==> images/m1.png <==
Scale bar: 50 µm. Cells faint in the background.
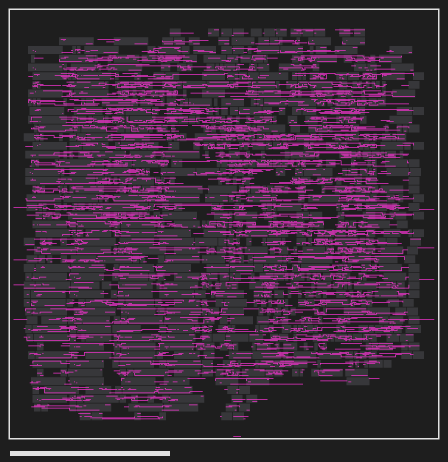
==> images/layers.png <==
Scale bar: 50 µm. Only two layers are drawn.
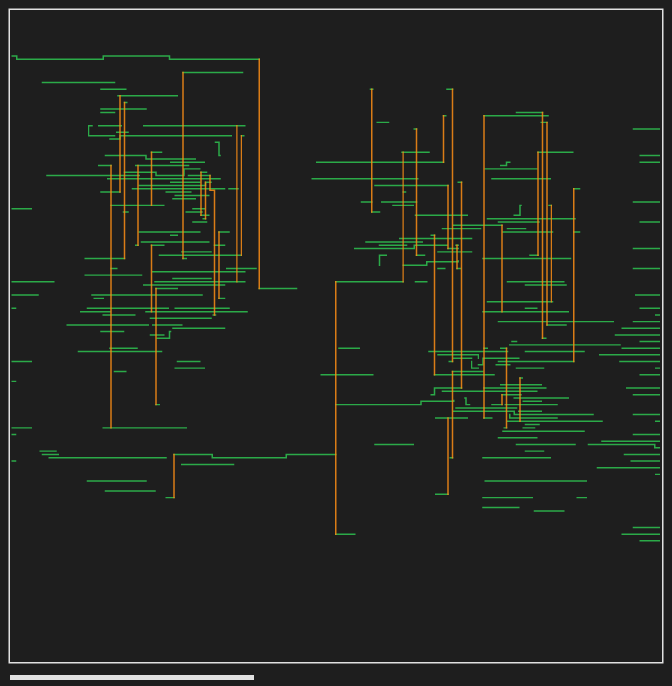
==> images/closeup.png <==
Scale bar: 5 µm. Window x 90 to 110, y 90 to 110 µm. Cells in gray, sequential cells in the stronger gray; small squares are vias.
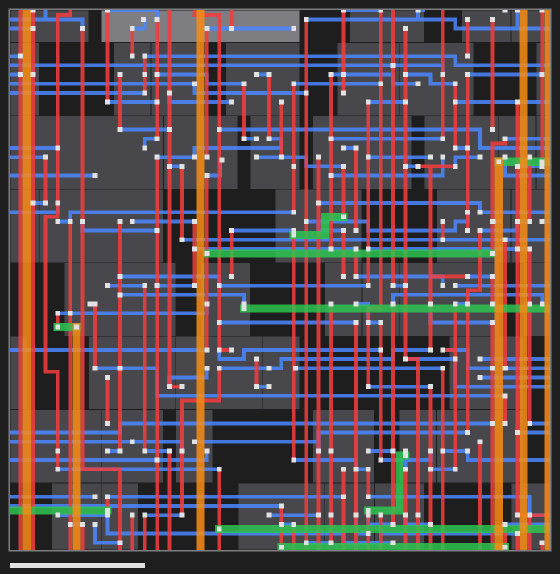
**src/rtl/vend_pkg.sv**
```systemverilog
// Shared types for the vending engine: FSM states, coin codes, status codes and coin values.
// Pure declarations; no logic, no latency, no flow control.
package vend_pkg;

  typedef enum logic [2:0] {IDLE, CHECK, COLLECT, VEND, REFUND, RESTOCK} state_e;

  typedef enum logic [1:0] {COIN_NONE, COIN_NICKEL, COIN_DIME, COIN_QUARTER} coin_e;

  typedef enum logic [2:0] {
    ST_IDLE     = 3'd0,
    ST_AVAIL    = 3'd1,
    ST_SOLD_OUT = 3'd2,
    ST_INSUFF   = 3'd3,
    ST_ERROR    = 3'd4
  } status_e;

  localparam logic [4:0] NICKEL_VAL  = 5'd5;
  localparam logic [4:0] DIME_VAL    = 5'd10;
  localparam logic [4:0] QUARTER_VAL = 5'd25;

  function automatic logic [4:0] coin_value(input logic [1:0] c);
    case (c)
      COIN_NICKEL:  return NICKEL_VAL;
      COIN_DIME:    return DIME_VAL;
      COIN_QUARTER: return QUARTER_VAL;
      default:      return 5'd0;
    endcase
  endfunction

endpackage

```
**src/rtl/vend_if.sv**
```systemverilog
// Customer, supplier and result signals of the vending engine; master drives, slave is the engine.
// Plain wires; supplier beats are held off by sup_rdy, everything else is unthrottled.
interface vend_if #(
  parameter int N_ITEMS   = 8,
  parameter int MAX_STOCK = 15,
  parameter int COST_W    = 8,
  parameter int BAL_W     = 16
);
  localparam int IDW   = $clog2(N_ITEMS);
  localparam int CNT_W = $clog2(MAX_STOCK + 1);

  logic [1:0]        coin;
  logic              sel_vld;
  logic [IDW-1:0]    sel_id;
  logic              buy;
  logic              cancel;
  logic              sup_vld;
  logic [IDW-1:0]    sup_item;
  logic [CNT_W-1:0]  sup_count;
  logic [COST_W-1:0] sup_cost;
  logic              sup_rdy;
  logic              product_vld;
  logic [IDW-1:0]    product_id;
  logic              change_vld;
  logic [BAL_W-1:0]  change;
  logic [BAL_W-1:0]  credit;
  logic [COST_W-1:0] price_info;
  logic [2:0]        status;

  modport master (
    output coin, sel_vld, sel_id, buy, cancel, sup_vld, sup_item, sup_count, sup_cost,
    input  sup_rdy, product_vld, product_id, change_vld, change, credit, price_info, status
  );

  modport slave (
    input  coin, sel_vld, sel_id, buy, cancel, sup_vld, sup_item, sup_count, sup_cost,
    output sup_rdy, product_vld, product_id, change_vld, change, credit, price_info, status
  );

endinterface

```
**src/rtl/vend_timer.sv**
```systemverilog
// Idle down-counter: reloads to TIMEOUT-1, counts down when enabled, flags timeout while at zero.
// Load/decrement take effect on the next edge; no flow control.
module vend_timer #(
  parameter int TIMEOUT = 512
) (
  input  logic clk,
  input  logic rst_n,
  input  logic load,
  input  logic dec,
  output logic timeout
);
  localparam int W = (TIMEOUT > 1) ? $clog2(TIMEOUT) : 1;
  localparam logic [W-1:0] RELOAD = W'(TIMEOUT - 1);

  logic [W-1:0] count;

  always_ff @(posedge clk) begin
    if (!rst_n || load) begin
      count <= RELOAD;
    end else if (dec && count != '0) begin
      count <= count - W'(1);
    end
  end

  assign timeout = (count == '0);

endmodule

```
**src/rtl/vend_engine.sv**
```systemverilog
// Vending controller: per-slot stock/price tables, coin credit, dispense/refund pulses, restock port.
// sel->status two edges, buy->product pulse next cycle; supplier beats accepted only while sup_rdy.
module vend_engine
  import vend_pkg::*;
#(
  parameter int N_ITEMS   = 8,
  parameter int MAX_STOCK = 15,
  parameter int COST_W    = 8,
  parameter int BAL_W     = 16,
  parameter int TIMEOUT   = 512
) (
  input logic   clk,
  input logic   hrst_n,
  input logic   srst_n,
  vend_if.slave bus
);
  localparam int IDW   = $clog2(N_ITEMS);
  localparam int CNT_W = $clog2(MAX_STOCK + 1);
  localparam logic [CNT_W:0] STOCK_CAP = (CNT_W + 1)'(MAX_STOCK);

  state_e            state;
  status_e           status;
  logic [IDW-1:0]    item;
  logic [CNT_W-1:0]  stock [N_ITEMS];
  logic [COST_W-1:0] cost  [N_ITEMS];
  logic [BAL_W-1:0]  credit;
  logic [COST_W-1:0] price_info;
  logic              product_vld;
  logic [IDW-1:0]    product_id;
  logic              change_vld;
  logic [BAL_W-1:0]  change;
  logic              sup_rdy;

  logic [BAL_W:0]    credit_add;
  logic [BAL_W-1:0]  credit_sum;
  logic [BAL_W-1:0]  price_ext;
  logic [CNT_W:0]    stock_add;
  logic              coin_in;
  logic              sel_ok;
  logic              sup_item_ok;
  logic              tmr_expired;

  assign coin_in     = (state == COLLECT) && (bus.coin != COIN_NONE);
  assign sel_ok      = int'(bus.sel_id) < N_ITEMS;
  assign sup_item_ok = int'(bus.sup_item) < N_ITEMS;

  always_comb begin
    credit_add = {1'b0, credit} + (BAL_W + 1)'(coin_value(bus.coin));
    credit_sum = credit_add[BAL_W] ? '1 : credit_add[BAL_W-1:0];
    price_ext  = '0;
    price_ext[COST_W-1:0] = price_info;
    stock_add  = {1'b0, stock[bus.sup_item]} + {1'b0, bus.sup_count};
  end

  // Held at reload outside COLLECT so entry always starts a full idle window.
  vend_timer #(.TIMEOUT(TIMEOUT)) u_timer (
    .clk     (clk),
    .rst_n   (hrst_n),
    .load    ((state != COLLECT) || coin_in || !srst_n),
    .dec     (state == COLLECT),
    .timeout (tmr_expired)
  );

  always_ff @(posedge clk) begin
    if (!hrst_n) begin
      state       <= IDLE;
      status      <= ST_IDLE;
      item        <= '0;
      credit      <= '0;
      price_info  <= '0;
      product_vld <= 1'b0;
      product_id  <= '0;
      change_vld  <= 1'b0;
      change      <= '0;
      sup_rdy     <= 1'b0;
      for (int i = 0; i < N_ITEMS; i++) begin
        stock[i] <= '0;
        cost[i]  <= '0;
      end
    end else if (!srst_n) begin
      product_vld <= 1'b0;
      sup_rdy     <= 1'b0;
      // A refund already on the outputs is allowed to finish rather than repeat.
      if (credit != '0 && state != REFUND) begin
        state      <= REFUND;
        change_vld <= 1'b1;
        change     <= credit;
      end else begin
        state      <= IDLE;
        change_vld <= 1'b0;
        credit     <= '0;
      end
    end else begin
      product_vld <= 1'b0;
      change_vld  <= 1'b0;
      case (state)
        IDLE: begin
          if (bus.sup_vld) begin
            state   <= RESTOCK;
            sup_rdy <= 1'b1;
          end else if (bus.sel_vld) begin
            if (sel_ok) begin
              item  <= bus.sel_id;
              state <= CHECK;
            end else begin
              status <= ST_ERROR;
            end
          end
        end
        CHECK: begin
          if (stock[item] == '0) begin
            status <= ST_SOLD_OUT;
            state  <= IDLE;
          end else if (cost[item] == '0) begin
            status <= ST_ERROR;
            state  <= IDLE;
          end else begin
            status     <= ST_AVAIL;
            price_info <= cost[item];
            state      <= COLLECT;
          end
        end
        COLLECT: begin
          credit <= credit_sum;
          if (bus.cancel || tmr_expired) begin
            state      <= REFUND;
            change_vld <= (credit_sum != '0);
            change     <= credit_sum;
          end else if (bus.buy) begin
            if (credit_sum >= price_ext) begin
              state       <= VEND;
              product_vld <= 1'b1;
              product_id  <= item;
              change_vld  <= (credit_sum != price_ext);
              change      <= credit_sum - price_ext;
            end else begin
              status <= ST_INSUFF;
            end
          end
        end
        VEND: begin
          stock[item] <= stock[item] - CNT_W'(1);
          credit      <= '0;
          state       <= IDLE;
        end
        REFUND: begin
          credit <= '0;
          state  <= IDLE;
        end
        RESTOCK: begin
          if (bus.sup_vld) begin
            if (!sup_item_ok || stock_add > STOCK_CAP) begin
              status <= ST_ERROR;
            end else begin
              stock[bus.sup_item] <= stock_add[CNT_W-1:0];
            end
            if (sup_item_ok && bus.sup_cost != '0) begin
              cost[bus.sup_item] <= bus.sup_cost;
            end
          end else begin
            state   <= IDLE;
            sup_rdy <= 1'b0;
          end
        end
        default: state <= IDLE;
      endcase
    end
  end

  assign bus.sup_rdy     = sup_rdy;
  assign bus.product_vld = product_vld;
  assign bus.product_id  = product_id;
  assign bus.change_vld  = change_vld;
  assign bus.change      = change;
  assign bus.credit      = credit;
  assign bus.price_info  = price_info;
  assign bus.status      = status;

endmodule

```
**src/flat_wrapper.sv**
```systemverilog
// flat-port wrapper written by rule: the top's interface ports become plain ports
module vend_engine_flat import vend_pkg::*;
#(
  parameter int N_ITEMS   = 8,
  parameter int MAX_STOCK = 15,
  parameter int COST_W    = 8,
  parameter int BAL_W     = 16,
  parameter int TIMEOUT   = 512
)
  (clk, hrst_n, srst_n, bus_coin, bus_sel_vld, bus_sel_id, bus_buy, bus_cancel, bus_sup_vld, bus_sup_item, bus_sup_count, bus_sup_cost, bus_sup_rdy, bus_product_vld, bus_product_id, bus_change_vld, bus_change, bus_credit, bus_price_info, bus_status);
  vend_if #(.N_ITEMS(N_ITEMS), .MAX_STOCK(MAX_STOCK), .COST_W(COST_W), .BAL_W(BAL_W)) bus_i ();
  input logic clk;
  input logic hrst_n;
  input logic srst_n;
  input wire logic [$bits(bus_i.coin)-1:0] bus_coin;
  input wire logic [$bits(bus_i.sel_vld)-1:0] bus_sel_vld;
  input wire logic [$bits(bus_i.sel_id)-1:0] bus_sel_id;
  input wire logic [$bits(bus_i.buy)-1:0] bus_buy;
  input wire logic [$bits(bus_i.cancel)-1:0] bus_cancel;
  input wire logic [$bits(bus_i.sup_vld)-1:0] bus_sup_vld;
  input wire logic [$bits(bus_i.sup_item)-1:0] bus_sup_item;
  input wire logic [$bits(bus_i.sup_count)-1:0] bus_sup_count;
  input wire logic [$bits(bus_i.sup_cost)-1:0] bus_sup_cost;
  output wire logic [$bits(bus_i.sup_rdy)-1:0] bus_sup_rdy;
  output wire logic [$bits(bus_i.product_vld)-1:0] bus_product_vld;
  output wire logic [$bits(bus_i.product_id)-1:0] bus_product_id;
  output wire logic [$bits(bus_i.change_vld)-1:0] bus_change_vld;
  output wire logic [$bits(bus_i.change)-1:0] bus_change;
  output wire logic [$bits(bus_i.credit)-1:0] bus_credit;
  output wire logic [$bits(bus_i.price_info)-1:0] bus_price_info;
  output wire logic [$bits(bus_i.status)-1:0] bus_status;
  assign bus_i.coin = bus_coin;
  assign bus_i.sel_vld = bus_sel_vld;
  assign bus_i.sel_id = bus_sel_id;
  assign bus_i.buy = bus_buy;
  assign bus_i.cancel = bus_cancel;
  assign bus_i.sup_vld = bus_sup_vld;
  assign bus_i.sup_item = bus_sup_item;
  assign bus_i.sup_count = bus_sup_count;
  assign bus_i.sup_cost = bus_sup_cost;
  assign bus_sup_rdy = bus_i.sup_rdy;
  assign bus_product_vld = bus_i.product_vld;
  assign bus_product_id = bus_i.product_id;
  assign bus_change_vld = bus_i.change_vld;
  assign bus_change = bus_i.change;
  assign bus_credit = bus_i.credit;
  assign bus_price_info = bus_i.price_info;
  assign bus_status = bus_i.status;
  vend_engine #(.N_ITEMS(N_ITEMS), .MAX_STOCK(MAX_STOCK), .COST_W(COST_W), .BAL_W(BAL_W), .TIMEOUT(TIMEOUT)) u_core (.clk(clk), .hrst_n(hrst_n), .srst_n(srst_n), .bus(bus_i));
endmodule
```
**config.mk**
```make
export PLATFORM = sky130hd
export DESIGN_NAME = vend_engine_flat
export DESIGN_NICKNAME = d
export VERILOG_FILES = /design/src/rtl/vend_pkg.sv /design/src/rtl/vend_if.sv /design/src/rtl/vend_timer.sv /design/src/rtl/vend_engine.sv /design/src/flat_wrapper.sv
export SDC_FILE = /design/constraint.sdc
export NUM_CORES = 1
export LEC_CHECK = 0
export CAP_MARGIN = 25
export CORE_MARGIN = 4
export CORE_UTILIZATION = 59
export DETAILED_ROUTE_END_ITERATION = 6
export GPL_TIMING_DRIVEN = 0
export PLACE_DENSITY_LB_ADDON = 0.3
export SETUP_SLACK_MARGIN = 0.3
export SLEW_MARGIN = 20
export SYNTH_ARGS = -nofsm -noshare
export SYNTH_HDL_FRONTEND = slang
export SYNTH_SLANG_ARGS = --single-unit
```
**constraint.sdc**
```tcl
create_clock -name clk -period 7.2 [get_ports clk]
set_input_delay 1.44 -clock clk [delete_from_list [all_inputs] [get_ports clk]]
set_output_delay 1.44 -clock clk [all_outputs]
set_load 0.005 [all_outputs]
```
==> deck_impl_summary.md <==
Run Summary

Job
  – Total of max-cap violations: 0

Timing
  – Normalized max-slew margin: 27.6%
  – Final tally of setup violations: 0
  – Clock tree skew after final layout: 0.00922 ns
  – Setup Total Neg Slack: 0 ns
  – Final max-slew violation count: 0

Worst setup path
  – Data required time of the worst path: 7.51 ns
  – Number of cell instances on the worst register-to-register path: 17
  – Startpoint-to-endpoint class of the critical path: in -> reg

Synthesis
  – Number of instances in the synthesized netlist: 915
  – Average size of a mapped cell: 10.2 µm²
  – Dominant Register Cell: sky130_fd_sc_hd__edfxtp_1
  – Chip area line of the yosys report: 9290 µm²
  – Fraction of synthesized cell area taken by the top area cell type: 31.0%
  – Top area cell types: sky130_fd_sc_hd__edfxtp_1 (31%), sky130_fd_sc_hd__dfxtp_1 (14%), sky130_fd_sc_hd__mux4_2 (6.3%)
  – Library cell with the largest summed area after synthesis: sky130_fd_sc_hd__edfxtp_1
  – Yosys Instances: 915
  – Ys async rst share: 0%
  – Synth top cell by count: sky130_fd_sc_hd__nor2_1
  – Synth Warn #: 0
  – List of most frequent post-synthesis cells: sky130_fd_sc_hd__nor2_1 (102), sky130_fd_sc_hd__edfxtp_1 (96), sky130_fd_sc_hd__nand2_1 (85)

Power and ir drop
  – Max VDD drop: 0.183 mV

Floorplan
  – I/O pin total: 76
  – Initial cell density of the core: 60.7%

CTS
  – Cell at the root of the clock tree: sky130_fd_sc_hd__clkbuf_16
  – CTS Buf Count: 17
  – Clk pin slew, worst setup/hold paths: 0.07 ns
  – Buffer depth of the longest clock path: 2
  – TritonCTS clock tree: done
  – Worst-skew pair later-pin latency: 0.43 ns
  – H-Tree Depth: 4

Place
  – Global placement routability congestion: 0.966
  – Area post-placement: 10300 µm²

Global routing
  – Met3 routing resource usage after global routing: 5.02%
  – GRT met2 Usage: 47.3%
  – Initial antenna violation count: 0
  – Met1 usage in global routing: 33.7%
  – Global-route wire length before repair: 38800 µm
  – Busiest layer in global routing: met2
  – Pin count of the biggest net entering global routing: 18

Worst hold path
  – Worst Hold Path Cells: 2

Route
  – Post-route antenna net violation count: 0
  – Routed via count divided by cell count: 6.23

Outcome
  – Outcome: complete, no violations

Layout
  – Post-layout utilization of the core: 71.0%
  – Antenna cells: 0
  – Footprint of the flip-flops and latches: 4220 µm²
  – # nets final: 1058
  – Area of all placed cells without fillers: 10900 µm²
Notes on m1.png above:
nets with wire on the layer	995
wire length on this layer	9280 µm
share of all routed wire	38%
main direction	horizontal
vias after detailed routing: 7683
final wirelength: 24200 µm

Notes on layers.png above:
layer	color	wire length
M3	green	1900 µm
M4	orange	967 µm
Global Route Usage Sum: 27.5%
detailed-route wire length per cell: 19.6 µm

Notes on closeup.png above:
layer	color
M4	orange
M2	red
M3	green
M1	blue
cells with their middle in the window	37
sequential cells in the window	0
most frequent	nor2_1 (4), nand2_1 (4), nor3_1 (4)

==> worst max-delay path, cell delays in order <==
cell,delay (ns)
sky130_fd_sc_hd__clkdlybuf4s50_1,0.52
sky130_fd_sc_hd__clkbuf_1,0.14
sky130_fd_sc_hd__ha_1,0.21
sky130_fd_sc_hd__inv_1,0.08
sky130_fd_sc_hd__fa_1,0.21
sky130_fd_sc_hd__nor2b_1,0.07
sky130_fd_sc_hd__o31a_1,0.25
sky130_fd_sc_hd__buf_6,0.15
sky130_fd_sc_hd__o2111ai_2,0.30
sky130_fd_sc_hd__clkbuf_1,0.45
sky130_fd_sc_hd__o21ai_0,0.32
sky130_fd_sc_hd__ha_1,0.41
sky130_fd_sc_hd__o21ai_0,0.30
sky130_fd_sc_hd__a211o_1,0.19
sky130_fd_sc_hd__nand2_1,0.15
sky130_fd_sc_hd__or4_1,0.58
sky130_fd_sc_hd__or4_1,0.56
sky130_fd_sc_hd__a211oi_1,0.28
sky130_fd_sc_hd__o32ai_1,0.11
==> power by group <==
group          switching (mW)  total, mW  internal, mW
Clock                   0.414      0.909         0.495
Combinational           0.159      0.262         0.103
Sequential             0.0139       1.02          1.01
Total                   0.587       2.19          1.61
==> metal layers <==
metal / wire length (µm) / part of all wire [%]
met1: 9280 / 38
met2: 12100 / 50
met3: 1900 / 7.8
met4: 966 / 4.0
met5: 0 / 0
==> cell type report <==
cell class / count / area share, %
Clock inverter: 14 / 1.42
Sequential cell: 163 / 38.8
Multi-Input combinational cell: 677 / 43.4
Inverter: 25 / 0.863
Tap cell: 211 / 2.43
Clock buffer: 18 / 3.95
Timing Repair Buffer: 75 / 6.67
Buffer: 50 / 2.39
==> cells by family (layout without fill, tap and decap cells) <==
logic type / after synthesis / count (layout) / share of synthesized area, %
flops: 163 / 163 / 45.4
compound gates: 192 / 192 / 14.5
buf+inv: 75 / 182 / 3.81
simple gates: 380 / 380 / 20.9
mux: 55 / 55 / 9.48
fa+ha+maj: 22 / 22 / 3.20
xor+xnor: 28 / 28 / 2.64
==> path summary, 6_finish.rpt <==
| kind | start | to | slack [ns] |
|---|---|---|---|
| worst max register to register | u_core.bus.credit[0]$_SDFFE_PN0P_ | u_core.bus.status[0]$_SDFFE_PN0P_ | 2.05 |
| worst min register to register | u_core.bus.product_id[1]$_SDFFE_PN0P_ | u_core.bus.product_id[1]$_SDFFE_PN0P_ | 0.46 |
| worst min-delay path | u_core.bus.product_id[1]$_SDFFE_PN0P_ | u_core.bus.product_id[1]$_SDFFE_PN0P_ | 0.46 |
| worst max-delay path | bus_coin[0] | u_core.bus.status[0]$_SDFFE_PN0P_ | 0.80 |
==> per-stage QoR <==
stage,setup WS [ns],hold WS (ns),cells
6_report,0.795,0.461,1233
5_1_grt,0.517,0.489,1233
4_1_cts,0.902,0.468,1230
3_5_place_dp,0.465,0.450,1198
3_3_place_gp,0.490,0.450,1196
2_1_floorplan,1.76,0.451,915
==> state kept, by name, indices dropped and copies added, names as in the netlist, 3 cells and up, named ones only <==
signal                 count
u_core.bus.change         16
u_core.bus.price_info      8
u_core.bus.product_id      3
u_core.stock              32
u_core.bus.status          3
u_core.cost               64
u_core.state               3
u_core.bus.credit         16
u_core.u_timer.count       9
u_core.item                3
Power figures rest on the tool's default switching activity, not on a simulated workload.
